### config.mk
export PLATFORM = sky130hd
export DESIGN_NAME = fps_regmap_ctrl
export DESIGN_NICKNAME = d
export VERILOG_FILES = /design/src/rtl/fps_regmap_ctrl.sv
export SDC_FILE = /design/constraint.sdc
export NUM_CORES = 1
export LEC_CHECK = 0
export CAP_MARGIN = 20
export CORE_MARGIN = 3
export CORE_UTILIZATION = 60
export CTS_CLUSTER_DIAMETER = 120
export DETAILED_ROUTE_END_ITERATION = 10
export PLACE_DENSITY = 0.86
export SYNTH_ARGS = -nofsm -noshare
export SYNTH_HDL_FRONTEND = slang
export SYNTH_SLANG_ARGS = --single-unit
### constraint.sdc
create_clock -name clk -period 4.8 [get_ports clk]
set_clock_uncertainty 0.1 [all_clocks]
set_input_delay 0.48 -clock clk [delete_from_list [all_inputs] [get_ports clk]]
set_output_delay 0.48 -clock clk [all_outputs]
set_load 0.01 [all_outputs]
### src/rtl/fps_regmap_ctrl.sv
// rtl/fps_regmap_ctrl.sv - UART byte-protocol config register map with shadow/active commit
//
// Purpose: decodes write/read command frames from an RX UART byte stream, holds
// NUMREGS 8-bit registers as a shadow/active pair, and answers reads through a TX
// UART handshake. The active copy feeds the analog core and only changes on commit.
//
// Optional feature macro: FPS_REGMAP_CHECKSUM_EN (3-byte write frames cmd,data,chk
// with chk == cmd ^ data). Without it write frames are 2 bytes.
//
// Ports:
//   clk          - UART/regmap clock
//   reset_n      - asynchronous active-low reset
//   rx_data      - byte from RX UART, qualified by rx_valid (one-cycle strobe)
//   tx_data      - response byte, held with tx_valid until tx_ready
//   config_bits  - active registers, reg i = [8*i+:8]
//   commit_pulse - high in the cycle active has just been loaded from shadow
//   err_pulse    - one-cycle pulse the cycle after any protocol error
//   err_count    - saturating protocol error count
module fps_regmap_ctrl #(
    parameter int                     NUMREGS     = 16,
    parameter logic [NUMREGS*8-1:0]   DEFAULTS    = {NUMREGS{8'h00}},
    parameter logic [6:0]             COMMIT_ADDR = 7'h7F,
    parameter int                     TIMEOUT_CYC = 1000
) (
    input  logic                   clk,
    input  logic                   reset_n,
    input  logic [7:0]             rx_data,
    input  logic                   rx_valid,
    output logic [7:0]             tx_data,
    output logic                   tx_valid,
    input  logic                   tx_ready,
    output logic [NUMREGS*8-1:0]   config_bits,
    output logic                   commit_pulse,
    output logic                   err_pulse,
    output logic [7:0]             err_count
);

    localparam int         TW  = $clog2(TIMEOUT_CYC + 1);
    localparam logic [6:0] NR7 = 7'(NUMREGS);

`ifdef FPS_REGMAP_CHECKSUM_EN
    typedef enum logic [1:0] {IDLE = 2'd0, GET_DATA = 2'd1, SEND_RESP = 2'd2, GET_CHK = 2'd3} state_t;
`else
    typedef enum logic [1:0] {IDLE = 2'd0, GET_DATA = 2'd1, SEND_RESP = 2'd2} state_t;
`endif

    state_t               state_q, state_d;
    logic [6:0]           addr_q, addr_d;
    logic [NUMREGS*8-1:0] shadow_q, shadow_d;
    logic [NUMREGS*8-1:0] active_q, active_d;
    logic [7:0]           tx_data_q, tx_data_d;
    logic                 tx_valid_q, tx_valid_d;
    logic                 commit_q, commit_d;
    logic                 err_pulse_q, err_pulse_d;
    logic [7:0]           err_count_q, err_count_d;
    logic [TW-1:0]        tmo_q, tmo_d;
`ifdef FPS_REGMAP_CHECKSUM_EN
    logic [7:0]           data_q, data_d;
`endif

    logic                 take_cmd;
    logic                 exec_write;
    logic                 err_ev;
    logic [7:0]           wdata;
    int                   ridx;
    int                   widx;

    always_comb begin
        state_d    = state_q;
        addr_d     = addr_q;
        shadow_d   = shadow_q;
        active_d   = active_q;
        tx_data_d  = tx_data_q;
        tx_valid_d = tx_valid_q;
        commit_d   = 1'b0;
        tmo_d      = tmo_q;
        take_cmd   = 1'b0;
        exec_write = 1'b0;
        err_ev     = 1'b0;
        ridx       = int'(rx_data[6:0]);
        widx       = int'(addr_q);
`ifdef FPS_REGMAP_CHECKSUM_EN
        data_d     = data_q;
        wdata      = data_q;
`else
        wdata      = rx_data;
`endif

        case (state_q)
            IDLE: take_cmd = rx_valid;
            GET_DATA: begin
                if (rx_valid) begin
                    tmo_d = '0;
`ifdef FPS_REGMAP_CHECKSUM_EN
                    data_d  = rx_data;
                    state_d = GET_CHK;
`else
                    exec_write = 1'b1;
                    state_d    = IDLE;
`endif
                end else if (tmo_q == TW'(TIMEOUT_CYC - 1)) begin
                    tmo_d   = '0;
                    err_ev  = 1'b1;
                    state_d = IDLE;
                end else begin
                    tmo_d = tmo_q + 1'b1;
                end
            end
`ifdef FPS_REGMAP_CHECKSUM_EN
            GET_CHK: begin
                if (rx_valid) begin
                    tmo_d   = '0;
                    state_d = IDLE;
                    if (rx_data == ({1'b1, addr_q} ^ data_q)) exec_write = 1'b1;
                    else                                      err_ev     = 1'b1;
                end else if (tmo_q == TW'(TIMEOUT_CYC - 1)) begin
                    tmo_d   = '0;
                    err_ev  = 1'b1;
                    state_d = IDLE;
                end else begin
                    tmo_d = tmo_q + 1'b1;
                end
            end
`endif
            SEND_RESP: begin
                if (tx_ready) begin
                    tx_valid_d = 1'b0;
                    state_d    = IDLE;
                    // A byte landing in the handshake cycle starts the next frame.
                    take_cmd   = rx_valid;
                end else if (rx_valid) begin
                    err_ev = 1'b1;   // overrun: no backpressure on RX, byte is lost
                end
            end
            default: state_d = IDLE;
        endcase

        if (take_cmd) begin
            if (rx_data[7]) begin
                addr_d  = rx_data[6:0];
                tmo_d   = '0;
                state_d = GET_DATA;
            end else begin
                state_d    = SEND_RESP;
                tx_valid_d = 1'b1;
                if (rx_data[6:0] < NR7) begin
                    tx_data_d = active_q[ridx*8 +: 8];
                end else if (rx_data[6:0] == COMMIT_ADDR) begin
                    tx_data_d = err_count_q;
                end else begin
                    tx_data_d = 8'hEE;
                    err_ev    = 1'b1;
                end
            end
        end

        if (exec_write) begin
            if (addr_q < NR7) begin
                shadow_d[widx*8 +: 8] = wdata;
            end else if (addr_q == COMMIT_ADDR) begin
                active_d = shadow_q;
                commit_d = 1'b1;
            end else begin
                err_ev = 1'b1;
            end
        end

        err_pulse_d = err_ev;
        err_count_d = (err_ev && (err_count_q != 8'hFF)) ? err_count_q + 8'd1 : err_count_q;
    end

    always_ff @(posedge clk or negedge reset_n) begin
        if (!reset_n) begin
            state_q     <= IDLE;
            addr_q      <= '0;
            shadow_q    <= DEFAULTS;
            active_q    <= DEFAULTS;
            tx_data_q   <= '0;
            tx_valid_q  <= 1'b0;
            commit_q    <= 1'b0;
            err_pulse_q <= 1'b0;
            err_count_q <= '0;
            tmo_q       <= '0;
`ifdef FPS_REGMAP_CHECKSUM_EN
            data_q      <= '0;
`endif
        end else begin
            state_q     <= state_d;
            addr_q      <= addr_d;
            shadow_q    <= shadow_d;
            active_q    <= active_d;
            tx_data_q   <= tx_data_d;
            tx_valid_q  <= tx_valid_d;
            commit_q    <= commit_d;
            err_pulse_q <= err_pulse_d;
            err_count_q <= err_count_d;
            tmo_q       <= tmo_d;
`ifdef FPS_REGMAP_CHECKSUM_EN
            data_q      <= data_d;
`endif
        end
    end

    assign config_bits  = active_q;
    assign tx_data      = tx_data_q;
    assign tx_valid     = tx_valid_q;
    assign commit_pulse = commit_q;
    assign err_pulse    = err_pulse_q;
    assign err_count    = err_count_q;

endmodule
run_1/port_trees.png
(2 px per um)
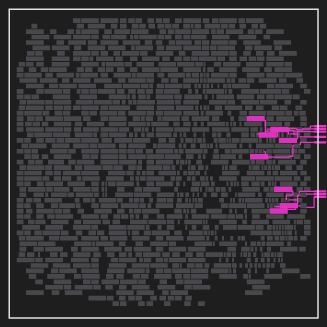
Key: tx_data = magenta [bits 8, direction output, edge right, end cells 8, buffers 8, wire 182 um]

run_1/placed.png
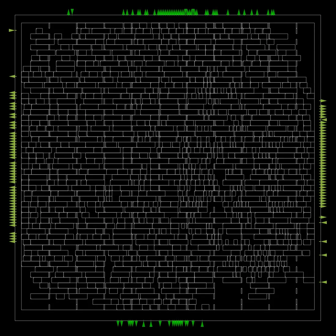
final-layout fill cell count: 1353
sequential cell area share: 46.4%
final non-filler cell total: 1410
fin util: 74.7%

run_1/sizing.png
(3 px per um)
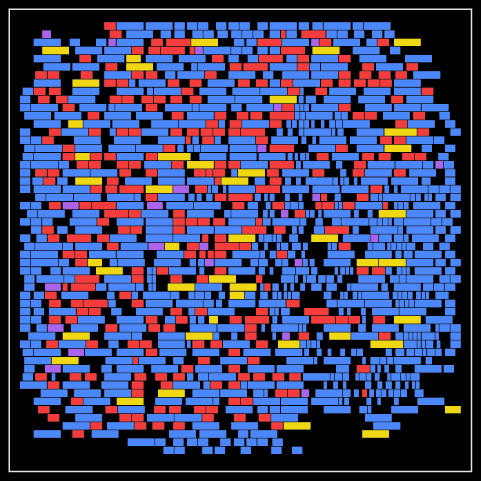
Key: x2 = red [cells 286, share 25%]; x1 and smaller = blue [cells 783, share 69%]; x3 and x4 = purple [cells 23, share 2.0%]; x6 and larger = yellow [cells 43, share 3.8%]
post-route cell area: 0.0158 mm^2
Plain + repair buffers: 169
P&R area growth vs syn: 21.2%
crit path setup slack, layout: 1.62 ns

run_1/gates.png
(3 px per um)
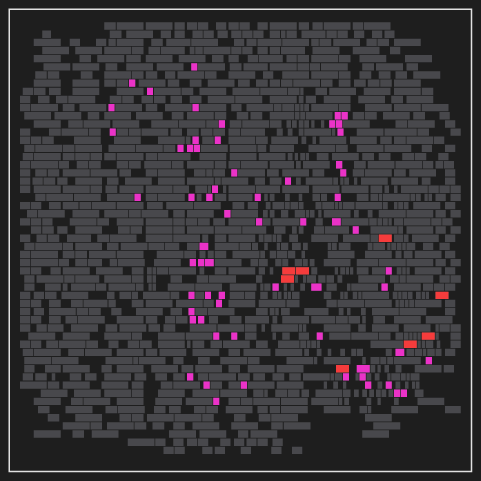
Key: and/or cells = magenta [cells 63, most used and2_1]; fa/ha/maj cells = red [cells 8, most used ha_1, where right middle]
leading cell type in the layout, fill and taps excluded: dfrtp_1
multi-input gate share of the layout cell area: 34.0%

==> out/qor.tcl, run 1 <==
set qor(outcome) {finished, violations left}
set qor(violations) {negative hold slack}
set qor(compound_area_share_pct) 4.35
set qor(cts-root-buf) {clkbuf_16}
set qor(total_switching_power_w) 0.00183
set qor(timing.max_slew.rel_slack_pct) 33.9
set qor(number_of_i_o_port_buffers) 158
set qor(die-area_mm2) 0.0236
set qor(comb.multi_input.count) 602
set qor(power.density_mw_per_mm2) 393
set qor(power.combinational.total_w) 0.00113
set qor(synth_area_in_simple_gates_pct) 8.24
set qor(crit_fanout) 10
set qor(grt_start_max_net_pins) 135
set qor(power.sequential.total_w) 0.00277
set qor(yosys-top-cells-area) {dfrtp_1, mux2_2, mux4_2}
set qor(crit_buf_inv) 1
set qor(worst_setup_path_end_kind) {flop}
set qor(hpwl_um) 24200
set qor(worst-r2r-cell-count) 9
set qor(proportion_of_power_drawn_by_combinational_gates_pct) 18.1
set qor(nonClkBufAreaFrac_pct) 10.7
set qor(fin_tns_setup_ns) 0
set qor(tapcell.inserted) 275
set qor(io_pins) 159
set qor(cpLargestDelayFamily) {simple AND/OR/NAND/NOR gates}
set qor(vias_in_the_first_global_route) 9037
set qor(design_internal_power_w) 0.00440
set qor(detailed_place.area_mm2) 0.0149
set qor(detailed_routing_iterations_pass_1) 5
set qor(via_per_inst) 6.34
set qor(worst_r2r_startpoint) {addr_q[0]$_DFFE_PN0P_}
set qor(number_of_warnings_reported_in_the_yosys_synthesis_log) 0
set qor(post-route-drc-count) 0
set qor(yosysChipArea_mm2) 0.0131
set qor(max-clock-path-buffers) 3
set qor(clock_tree_area_fraction_pct) 6.24
set qor(worstPathCellList) {inv_1, ha_1, nand2_1, nor3_1, ha_1, and4b_1, nand2_1, nor2_2, mux2_2}
set qor(grt_antenna_before_repair) 0
set qor(width_of_the_die_um) 154
set qor(drive_above_1_share_pct) 31.0
set qor(rrSetupSlack_ns) 1.62
set qor(postSynthSeqShare_pct) 56.3
set qor(vias) 8944
set qor(numCtsBuffers) 29
set qor(final-setup-viol-count) 0
set qor(footprint_of_the_multi_input_gates_mm2) 0.00539
set qor(fin_worst_hold_slack_ns) -0.0306
set qor(p_sw_share_pct) 29.4
set qor(clkPwrFrac_pct) 37.4
set qor(fp_util_pct) 61.6
set qor(worst_ep_required_time_ns) 5.12
set qor(pwr.group.clock_w) 0.00233
set qor(track_usage_pct) 29.8
set qor(hold_viol) 51
set qor(nNonClkInverters) 17
set qor(routed-wl-met3_um) 3050
set qor(place.detailed.instances) 1357
set qor(synth_cells) 970
set qor(clock_sinks) 294
set qor(synth_cell_type_count) 58
set qor(cts-hold-fix-buffers) 0
set qor(r2r_end) {shadow_q[94]$_DFFE_PN0P_}
set qor(synth_flop_count) 294
set qor(final.period_utilization_pct) 66.2
set qor(grt.overflow.total) 0
set qor(setup_repair_after_global_routing_missed_its_margin) {no}
set qor(edf_count) 0
set qor(start_kind) {flop}
set qor(synth-main-ff-cell) {dfrtp_1}
set qor(clock.fmax_ghz) 0.314
set qor(timing.critical_path.slowest_stage_cell) {and4b_1}
set qor(critical_path.max_stage_delay_ns) 0.47
set qor(slew_viol_final) 0
set qor(clkLatencyLatePin_ns) 0.55
set qor(total_standard_cell_area_after_synthesis_mm2) 0.0131
set qor(synthXorXnorAreaFrac_pct) 0.536
set qor(top_sig_layer) {met4}
-- run 1: cell usage after synthesis, types with 7 or more instances --
cell and number:
a21oi_1 16, and2_1 32, and3_1 21, buf_2 26, clkbuf_1 26, dfrtp_1 294
ha_1 8, inv_1 17, mux2_2 237, mux2_4 8, mux2i_1 18, mux4_2 26
nand2_1 55, nand3_1 24, nor2_1 20, nor2b_1 7, nor3_1 9, o211ai_1 8
o21ai_0 43
-- run 1: registers in the layout (all words and copies together), names as in the netlist --
signal and count:
config_bits 128, shadow_q 128, tmo_q 10, err_count 8, tx_data 8, addr_q 7, state_q 2, commit_pulse 1
err_pulse 1, tx_valid 1
-- run 1: metrics by stage --
step	setup slack (ns)	total power [W]	util [%]
finish	1.62	0.00623	74.7
CTS	1.67	0.00623	74.7
detailed placement	1.63	0.00391	70.0
global placement	1.69	0.00388	70.0
floorplan	2.17	0.00346	-
global route	1.44	0.00648	74.7
-- run 1: how the worst max path moves through the flow --
stage                     startpoint  slack (ns)  depth (start not counted)                         to
6_report       addr_q[0]$_DFFE_PN0P_        1.62                          9   shadow_q[94]$_DFFE_PN0P_
4_1_cts        addr_q[0]$_DFFE_PN0P_        1.67                          9   shadow_q[94]$_DFFE_PN0P_
2_1_floorplan  addr_q[0]$_DFFE_PN0P_        2.17                         13  shadow_q[112]$_DFFE_PN0P_
3_5_place_dp              rx_data[7]        1.63                          6   err_count[5]$_DFFE_PN0P_
3_3_place_gp              rx_data[7]        1.69                          6   err_count[7]$_DFFE_PN0P_
5_1_grt        addr_q[0]$_DFFE_PN0P_        1.44                          9   shadow_q[94]$_DFFE_PN0P_
run_1/pinout.png
(3 px per um) Pins as bars across the die edge, other pins in grey.
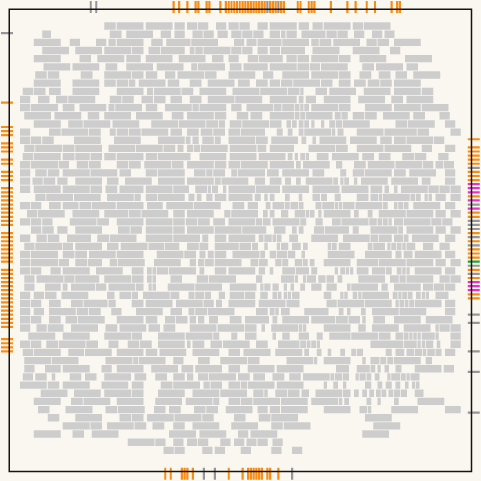

--- run 2 (diff from run 1) ---
- CORE_UTILIZATION: 60 -> 56
- PLACE_DENSITY: 0.86 -> 0.81
- clock period: 4.8 -> 3.2 ns (I/O delays scaled with it)
run_2/pinout.png
(3 px per um) Pins as bars across the die edge, other pins in grey.
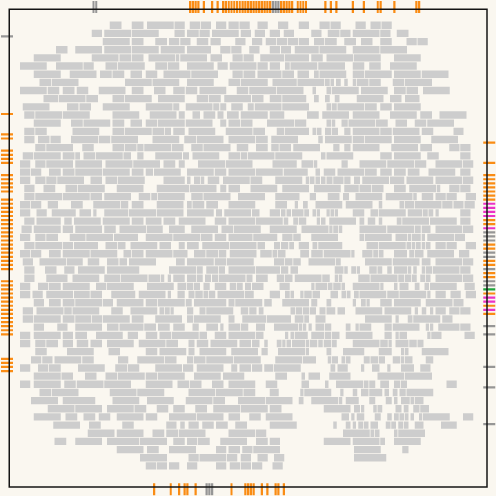
Key: err_pulse = green [pins 1, direction output, edge right]; tx_data = magenta [pins 8, direction output, edge right]; config_bits = orange [pins 128, direction output, edge 48 left, 44 top, 20 right, 16 bottom]
All pins by edge: 49 left, 49 top, 42 right, 19 bottom.

run_2/gates.png
(3 px per um)
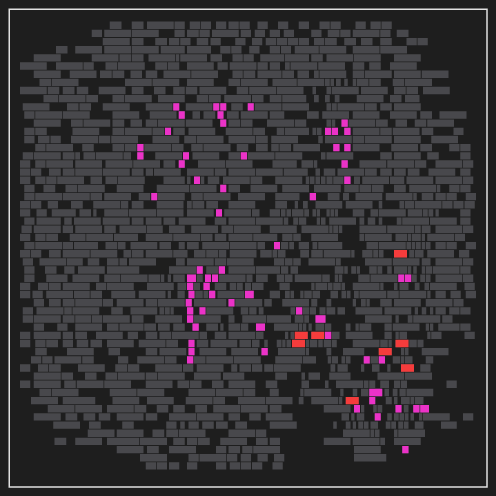
final non-filler cell total: 1477
multi-input gate share of the layout cell area: 33.1%

run_2/sizing.png
(3 px per um)
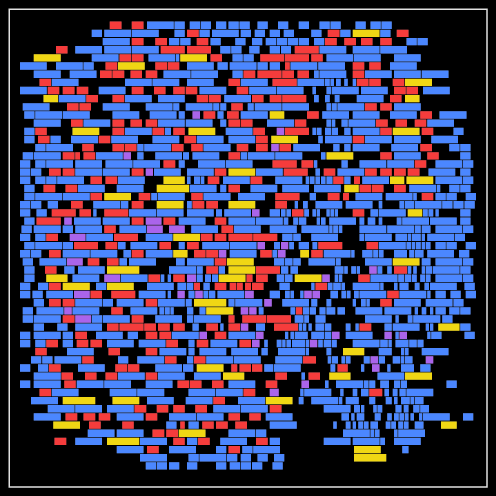
post-route cell area: 0.0163 mm^2
crit path setup slack, layout: 0.218 ns
Plain + repair buffers: 196
P&R area growth vs syn: 24.4%

==> run 2 against run 1 <==
Against the previous run:
- the run now ends clean
- core utilization is 3.3 points lower
- fmax is 6.6% higher
- worst hold slack better by 0.33 ns
- sequential share of layout area is 1.2 points lower
- critical path type unchanged
- cell area is 2.6% higher
- combinational power is 67% higher
- highest routed layer is now met5
- largest cell class unchanged
==> out/qor.tcl, run 2 <==
set qor(grt_start_max_net_pins) 92 ;# -32%
set qor(worst_setup_path_end_kind) {flop}
set qor(setup_repair_after_global_routing_missed_its_margin) {no}
set qor(avgSynthCellArea_um2) 13.5
set qor(track_usage_pct) 28.8 ;# -1.0 points
set qor(vias) 9002 ;# +0.65%
set qor(total_power_w) 0.00988 ;# +59%
set qor(yosys-top-cells-area) {dfrtp_1, mux2_2, mux4_2}
set qor(fp_util_pct) 57.4 ;# -4.2 points
set qor(crit_fanout) 8 ;# -2
set qor(synth_cells) 970 ;# unchanged
set qor(netlist.area_leader.share_pct) 56.3
set qor(vdd_ir_drop_max_mv) 0.481
set qor(die-area_mm2) 0.0252 ;# +6.9%
set qor(total_standard_cell_area_after_synthesis_mm2) 0.0131 ;# unchanged
set qor(leakage_nw) 7.70
set qor(top_layout_cells) {dfrtp_1, mux2_2, clkdlybuf4s50_1}
set qor(io_pins) 159 ;# unchanged
set qor(drive_above_1_share_pct) 32.5 ;# +1.5 points
set qor(yosysChipArea_mm2) 0.0131 ;# unchanged
set qor(die_y_um) 159
set qor(placement.setup.worst_slack_ns) 0.377 ;# -1.26 ns
set qor(grt_antenna_before_repair) 3 ;# +3
set qor(cts_tree) {yes}
set qor(edf_count) 0 ;# unchanged
set qor(detailed_routing_iterations_pass_1) 5 ;# unchanged
set qor(synth.net_count) 990
set qor(slew_viol_final) 0 ;# unchanged
set qor(outcome) {complete, no violations}
set qor(clkLatencyLatePin_ns) 0.55 ;# about the same
set qor(clk_pin_slew_worst_paths_ns) 0.07
set qor(number_of_i_o_port_buffers) 158 ;# unchanged
set qor(postSynthSeqShare_pct) 56.3 ;# unchanged
set qor(post_layout_minimum_cycle_time_ns) 2.98
set qor(fin_util_pct) 71.4 ;# -3.3 points
set qor(post-route-drc-count) 0 ;# unchanged
set qor(number_of_warnings_reported_in_the_yosys_synthesis_log) 0 ;# unchanged
set qor(worst-slew-pin-transition_ns) 0.734
set qor(avgRoutedWirePerCell_um) 24.8
set qor(synth_top_cell_by_count) {dfrtp_1}
set qor(stage_log_warnings) 29
set qor(timing.max_slew.rel_slack_pct) 51.1 ;# +17 points
set qor(grt.overflow.total) 0 ;# unchanged
set qor(timing.critical_path.slowest_stage_cell) {and4b_1}
set qor(hold_viol) 0 ;# -100%
set qor(width_of_the_die_um) 159 ;# +3.4%
set qor(vias_in_the_first_global_route) 9099 ;# +0.69%
set qor(synth_cell_type_count) 58 ;# unchanged
set qor(crit_buf_inv) 1 ;# unchanged
set qor(final.period_utilization_pct) 93.2 ;# +27 points
set qor(final-setup-viol-count) 0 ;# unchanged
set qor(synth_flop_count) 294 ;# unchanged
set qor(max-cap-violations) 0
set qor(synth-main-ff-cell) {dfrtp_1}
set qor(cts-root-buf) {clkbuf_16}
set qor(hpwl_um) 25700 ;# +5.9%
set qor(synth_top_cell_by_area) {dfrtp_1}
set qor(clock_sinks) 294 ;# unchanged
set qor(criticalPathCategory) {reg2reg}
set qor(detail_route.iter0.violations) 712
set qor(layout.cells.most_common) {dfrtp_1}
set qor(netlist_top_cells_count) {dfrtp_1, mux2_2, nand2_1}
set qor(core_region_area_mm2) 0.0228
set qor(via_per_inst) 6.09 ;# -3.9%
set qor(cp_data_arrival_time_ns) 3.32
set qor(start_kind) {flop}
set qor(worstPathCellList) {inv_1, ha_1, nand2_1, nor3_1, ha_1, and4b_1, nand2_1, nor2_2, mux2_2}
set qor(hp-class) {in2async}
set qor(crit_path_start) {addr_q[0]$_DFFE_PN0P_}
set qor(worst_r2r_startpoint) {addr_q[0]$_DFFE_PN0P_}
set qor(critical_path.max_stage_delay_ns) 0.52 ;# +0.05 ns
set qor(detailed_place.area_mm2) 0.0151 ;# +1.9%
set qor(post_cts.resized_instances) 0
set qor(power.density_mw_per_mm2) 608 ;# +55%
set qor(place.detailed.instances) 1421 ;# +4.7%
set qor(numCtsBuffers) 30 ;# +3.4%
set qor(max-clock-path-buffers) 3 ;# unchanged
set qor(synth-async-reset-ratio_pct) 100
set qor(clock.fmax_ghz) 0.335 ;# +6.6%
set qor(rows) 55
set qor(worst_ep_required_time_ns) 3.54 ;# -1.58 ns
set qor(fin_tns_setup_ns) 0 ;# unchanged
set qor(fin_worst_hold_slack_ns) 0.298 ;# +0.328 ns
set qor(cpLargestDelayFamily) {simple AND/OR/NAND/NOR gates}
[run 2: netlist changes by cell type in the layout (fill, tap and decap cells not counted), sizes merged]
cell         delta
buf            +26
bufinv          +3
dlygate4sd3     +1
clkinvlp        -1
clkbuf          +3
clkinv          -5
diode           +2
[run 2: power breakdown]
part           leakage (nW)  internal [W]  switching (W)
registers              4.02       0.00392       0.000200
logic                  3.14      0.000722        0.00116
clock network         0.537       0.00241        0.00147
total                  7.70       0.00705        0.00283
[run 2: path summary, 6_finish.rpt]
check                                               to  slack, ns  depth (start not counted)
min                                 tmo_q[7]$_DFF_PN0_       0.30                          2
min reg2reg                    shadow_q[6]$_DFFE_PN0P_       0.38                          2
max                           shadow_q[24]$_DFFE_PN0P_       0.22                          9
max reg2reg                   shadow_q[24]$_DFFE_PN0P_       0.22                          9
max in group asynchronous  config_bits[33]$_DFFE_PN0P_       1.86                          3
min in group clk               shadow_q[0]$_DFFE_PN0P_       0.31                          4
[run 2: repair_timing]
| item | in CTS | in global routing |
|---|---|---|
| endpoints found under the hold margin | 86 | 0 |
| hold buffers | 1 | 0 |
| setup buffers | 0 | 0 |
[run 2: routing by layer]
metal  part of all wire [%]  vias up  global-route usage, %
li1                       -     3839                      -
met1                     41     4644                   39.8
met2                     47      425                   45.6
met4                    3.6        4                   9.71
met5                  0.063        -                      0
met3                    8.0       90                   6.42
[run 2: cells by family after synthesis]
logic type / synth area share [%]
compound gates: 4.35
xor+xnor: 0.536
fa+ha+maj: 0.766
buf+inv: 2.53
flops: 56.3
mux: 27.3
simple gates: 8.24
[run 2: area by class of cell]
type                       instances  area, um^2
tap                              313         392
clock inverter                    12         223
clock buffer                      41         883
inverter                          17        63.8
timing repair buffer             196        1940
sequential                       294        7360
fill                            1504        6520
multi-input combinational        602        5390
antenna                            2        5.00
run_2/port_trees.png
(1.5 px per um)
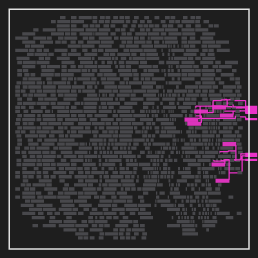

--- run 3 (diff from run 2) ---
- SETUP_SLACK_MARGIN: unset -> 0.5
- SLEW_MARGIN: unset -> 20
run_3/port_trees.png
(1.5 px per um)
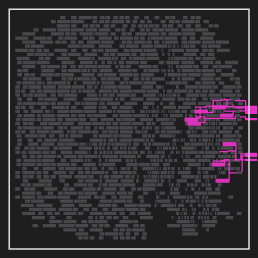
Key: tx_data = magenta [bits 8, direction output, edge right, end cells 8, buffers 8, wire 250 um]

run_3/placed.png
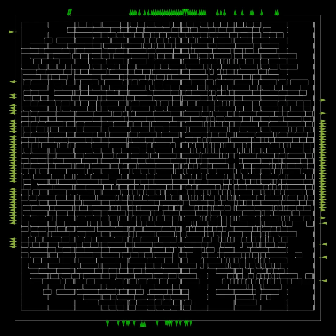
number of rows created at floorplan: 55
fin util: 71.6%
sequential cell area share: 45.1%
final-layout fill cell count: 1486
placeable core region: 0.0228 mm^2

run_3/gates.png
(3 px per um)
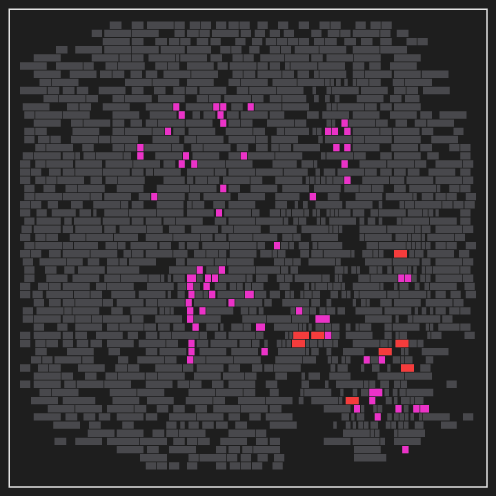
Key: fa/ha/maj cells = red [cells 8, most used ha_1]; and/or cells = magenta [cells 63, most used and2_1]
multi-input gate share of the layout cell area: 33.3%
final non-filler cell total: 1478

==> run 3 against run 2 <==
Against the previous run:
- via count fell by 0.69%
- fmax rose by 15%
- core utilization rose by 0.26 points
- worst setup slack improved by 0.39 ns
- largest power group unchanged
- sequential power barely moved
- non-clock buffer count rose by 2
- synthesized area did not move
- clock-buffer cell count did not move
- critical path type unchanged
- global-route usage barely moved
- cell area rose by 0.37%
==> out/qor.tcl, run 3 <==
set qor(global_route_wire_length_before_repair_um) 56100
set qor(clk_pin_slew_worst_paths_ns) 0.07 ;# about the same
set qor(cts-root-buf) {clkbuf_16}
set qor(clkLatencyLatePin_ns) 0.55 ;# about the same
set qor(netlist_top_cells_count) {dfrtp_1, mux2_2, nand2_1}
set qor(groute.layer.met1.usage_pct) 39.8 ;# -0.053 points
set qor(syn2layout_area_growth_pct) 24.8
set qor(number_of_i_o_port_buffers) 158 ;# unchanged
set qor(top_sig_layer) {met5}
set qor(synth_area_in_simple_gates_pct) 8.24 ;# unchanged
set qor(count_of_antenna_violating_nets_left_after_detailed_routing) 0
set qor(most_frequent_cell_on_critical_path) {nand2_1}
set qor(avgSynthCellArea_um2) 13.5 ;# unchanged
set qor(width_of_the_die_um) 159 ;# unchanged
set qor(fin_worst_hold_slack_ns) 0.300 ;# +0.00184 ns
set qor(die-area_mm2) 0.0252 ;# unchanged
set qor(top_layout_cells) {dfrtp_1, mux2_2, clkdlybuf4s50_1}
set qor(worst-slew-pin-transition_ns) 0.739 ;# +0.00513 ns
set qor(max-cap-violations) 0 ;# unchanged
set qor(hold_viol) 0 ;# unchanged
set qor(wl_um) 36600
set qor(postSynthSeqShare_pct) 56.3 ;# unchanged
set qor(synth_top_cell_by_area) {dfrtp_1}
set qor(ys_cells) 970
set qor(synth_top_cell_by_count) {dfrtp_1}
set qor(power.density_mw_per_mm2) 609 ;# +0.16%
set qor(vias) 8940 ;# -0.69%
set qor(worst_setup_path_end_kind) {flop}
set qor(edf_count) 0 ;# unchanged
set qor(total_power_w) 0.00993 ;# +0.53%
set qor(clock_sinks) 294 ;# unchanged
set qor(track_usage_pct) 28.8 ;# +0.045 points
set qor(drive_above_1_share_pct) 33.3 ;# +0.80 points
set qor(yosys-top-cells-area) {dfrtp_1, mux2_2, mux4_2}
set qor(stage_log_warnings) 30 ;# +3.4%
set qor(final_critical_path_setup_slack_ns) 0.606 ;# +0.389 ns
set qor(mux_area_fraction_pct) 27.3 ;# unchanged
set qor(outcome) {complete, no violations}
set qor(synth-async-reset-ratio_pct) 100 ;# unchanged
set qor(compound_area_share_pct) 4.35 ;# unchanged
set qor(layout.cells.most_common) {dfrtp_1}
set qor(cp_data_arrival_time_ns) 2.93 ;# -0.39 ns
set qor(worstPathCellList) {inv_2, ha_2, nand2_1, nor3_1, ha_1, and4b_4, nand2_1, nor2_4, mux2_2}
set qor(routed-wl-met3_um) 2760 ;# -6.2%
set qor(synth_flop_count) 294 ;# unchanged
set qor(synth.net_count) 990 ;# unchanged
set qor(placement.setup.worst_slack_ns) 0.377 ;# unchanged
set qor(vias_in_the_first_global_route) 9115 ;# +0.18%
set qor(use_met3_pct) 6.50 ;# +0.078 points
set qor(netlist.area_leader.share_pct) 56.3 ;# unchanged
set qor(gp_congestion) 0.896
set qor(criticalPathCategory) {reg2reg}
set qor(detailed_routing_iterations_pass_1) 5 ;# unchanged
set qor(total_standard_cell_area_after_synthesis_mm2) 0.0131 ;# unchanged
set qor(place.detailed.instances) 1421 ;# unchanged
set qor(detail_route.iter0.violations) 645 ;# -9.4%
set qor(detailed_place.area_mm2) 0.0151 ;# unchanged
set qor(crit_buf_inv) 1 ;# unchanged
set qor(timing.critical_path.slowest_stage_cell) {dfrtp_1}
set qor(number_of_warnings_reported_in_the_yosys_synthesis_log) 0 ;# unchanged
set qor(final-setup-viol-count) 0 ;# unchanged
set qor(io_pins) 159 ;# unchanged
set qor(max-clock-path-buffers) 3 ;# unchanged
set qor(synth_cell_type_count) 58 ;# unchanged
set qor(synth_cells) 970 ;# unchanged
set qor(cts-htree-levels) 1
set qor(grt.busiest_layer) {met2}
set qor(clock.fmax_ghz) 0.386 ;# +15%
set qor(numCtsBuffers) 30 ;# unchanged
set qor(cpLargestDelayFamily) {simple AND/OR/NAND/NOR gates}
set qor(yosysChipArea_mm2) 0.0131 ;# unchanged
set qor(leakage_nw) 7.72 ;# +0.33%
set qor(post_synth_fa_ha_maj_area_fraction_pct) 0.766 ;# unchanged
set qor(fin_tns_setup_ns) 0 ;# unchanged
set qor(fp_util_pct) 57.4 ;# unchanged
set qor(post_synth_main_logic_family) {multiplexers}
set qor(vdd_ir_drop_max_mv) 0.483 ;# +0.50%
set qor(critical_path.max_stage_delay_ns) 0.40 ;# -0.12 ns
set qor(synth-main-ff-cell) {dfrtp_1}
set qor(grt.overflow.total) 0 ;# unchanged
set qor(crit_fanout) 8 ;# unchanged
set qor(die_y_um) 159 ;# unchanged
set qor(via_per_inst) 6.05 ;# -0.76%
set qor(avgRoutedWirePerCell_um) 24.7 ;# -0.44%
set qor(timing.max_slew.rel_slack_pct) 50.7 ;# -0.34 points
set qor(finalInstanceArea_mm2) 0.0163 ;# +0.37%
set qor(worst_ep_required_time_ns) 3.53 ;# about the same
set qor(metal2_wl_um) 17100 ;# -0.63%
set qor(met2_grt_util_pct) 45.5 ;# -0.098 points
set qor(slew_viol_final) 0 ;# unchanged
set qor(grt_start_max_net_pins) 92 ;# unchanged
set qor(hpwl_um) 25700 ;# unchanged
set qor(hp-class) {in2async}
set qor(final.period_utilization_pct) 81.1 ;# -12 points
set qor(post_layout_minimum_cycle_time_ns) 2.59 ;# -0.389 ns
set qor(met1Wirelength_um) 15300 ;# +0.35%
set qor(post-route-drc-count) 0 ;# unchanged
set qor(start_kind) {flop}
set qor(finish.net_count) 1163
set qor(grt_antenna_before_repair) 3 ;# unchanged
set qor(setup_repair_after_global_routing_missed_its_margin) {no}
set qor(cts_tree) {yes}
set qor(synthXorXnorAreaFrac_pct) 0.536 ;# unchanged
==> run 3: timing repair <==
action / CTS / global route
cloned: 0 / 0
resized: 6 / 9
endpoints found under the hold margin: 86 / 0
endpoints found under the setup margin: 80 / 121
buffers inserted: 0 / 2
pin swaps: 0 / 3
hold buffers: 1 / 0
==> run 3: final cells by class <==
cell class                 count  area, um^2
sequential                   294        7360
multi-input combinational    602        5430
tap                          313         392
clock buffer                  41         883
inverter                      17        63.8
fill                        1486        6460
antenna                        1        2.50
timing repair buffer         198        1960
clock inverter                12         223
==> run 3: kinds of logic (layout without fill, tap and decap cells) <==
| logic type | after synthesis | after routing |
|---|---|---|
| flip-flops | 294 | 294 |
| multiplexers | 290 | 290 |
| AND/OR/NAND/NOR | 202 | 202 |
| AND-OR/OR-AND | 94 | 94 |
| buffers and inverters | 74 | 268 |
| adder cells (fa/ha/maj) | 8 | 8 |
| XOR/XNOR | 8 | 8 |
| other | 0 | 1 |
==> run 3: path summary, 6_finish.rpt <==
path | from | endpoint | slack (ns) | depth (start not counted)
setup / recovery | addr_q[0]$_DFFE_PN0P_ | shadow_q[24]$_DFFE_PN0P_ | 0.61 | 9
hold / removal | reset_n | tmo_q[7]$_DFF_PN0_ | 0.30 | 2
setup reg to reg | addr_q[0]$_DFFE_PN0P_ | shadow_q[24]$_DFFE_PN0P_ | 0.61 | 9
hold reg to reg | shadow_q[6]$_DFFE_PN0P_ | shadow_q[6]$_DFFE_PN0P_ | 0.38 | 2
max in group asynchronous | reset_n | shadow_q[33]$_DFFE_PN0P_ | 1.85 | 3
min in group clk | rx_data[0] | shadow_q[0]$_DFFE_PN0P_ | 0.31 | 4
==> run 3: power breakdown <==
part           internal (W)  switching, W
clock               0.00241       0.00147
sequential          0.00392      0.000200
combinational      0.000747       0.00119
total               0.00707       0.00286
No activity file was given, so power comes from the tool's default toggle rates.
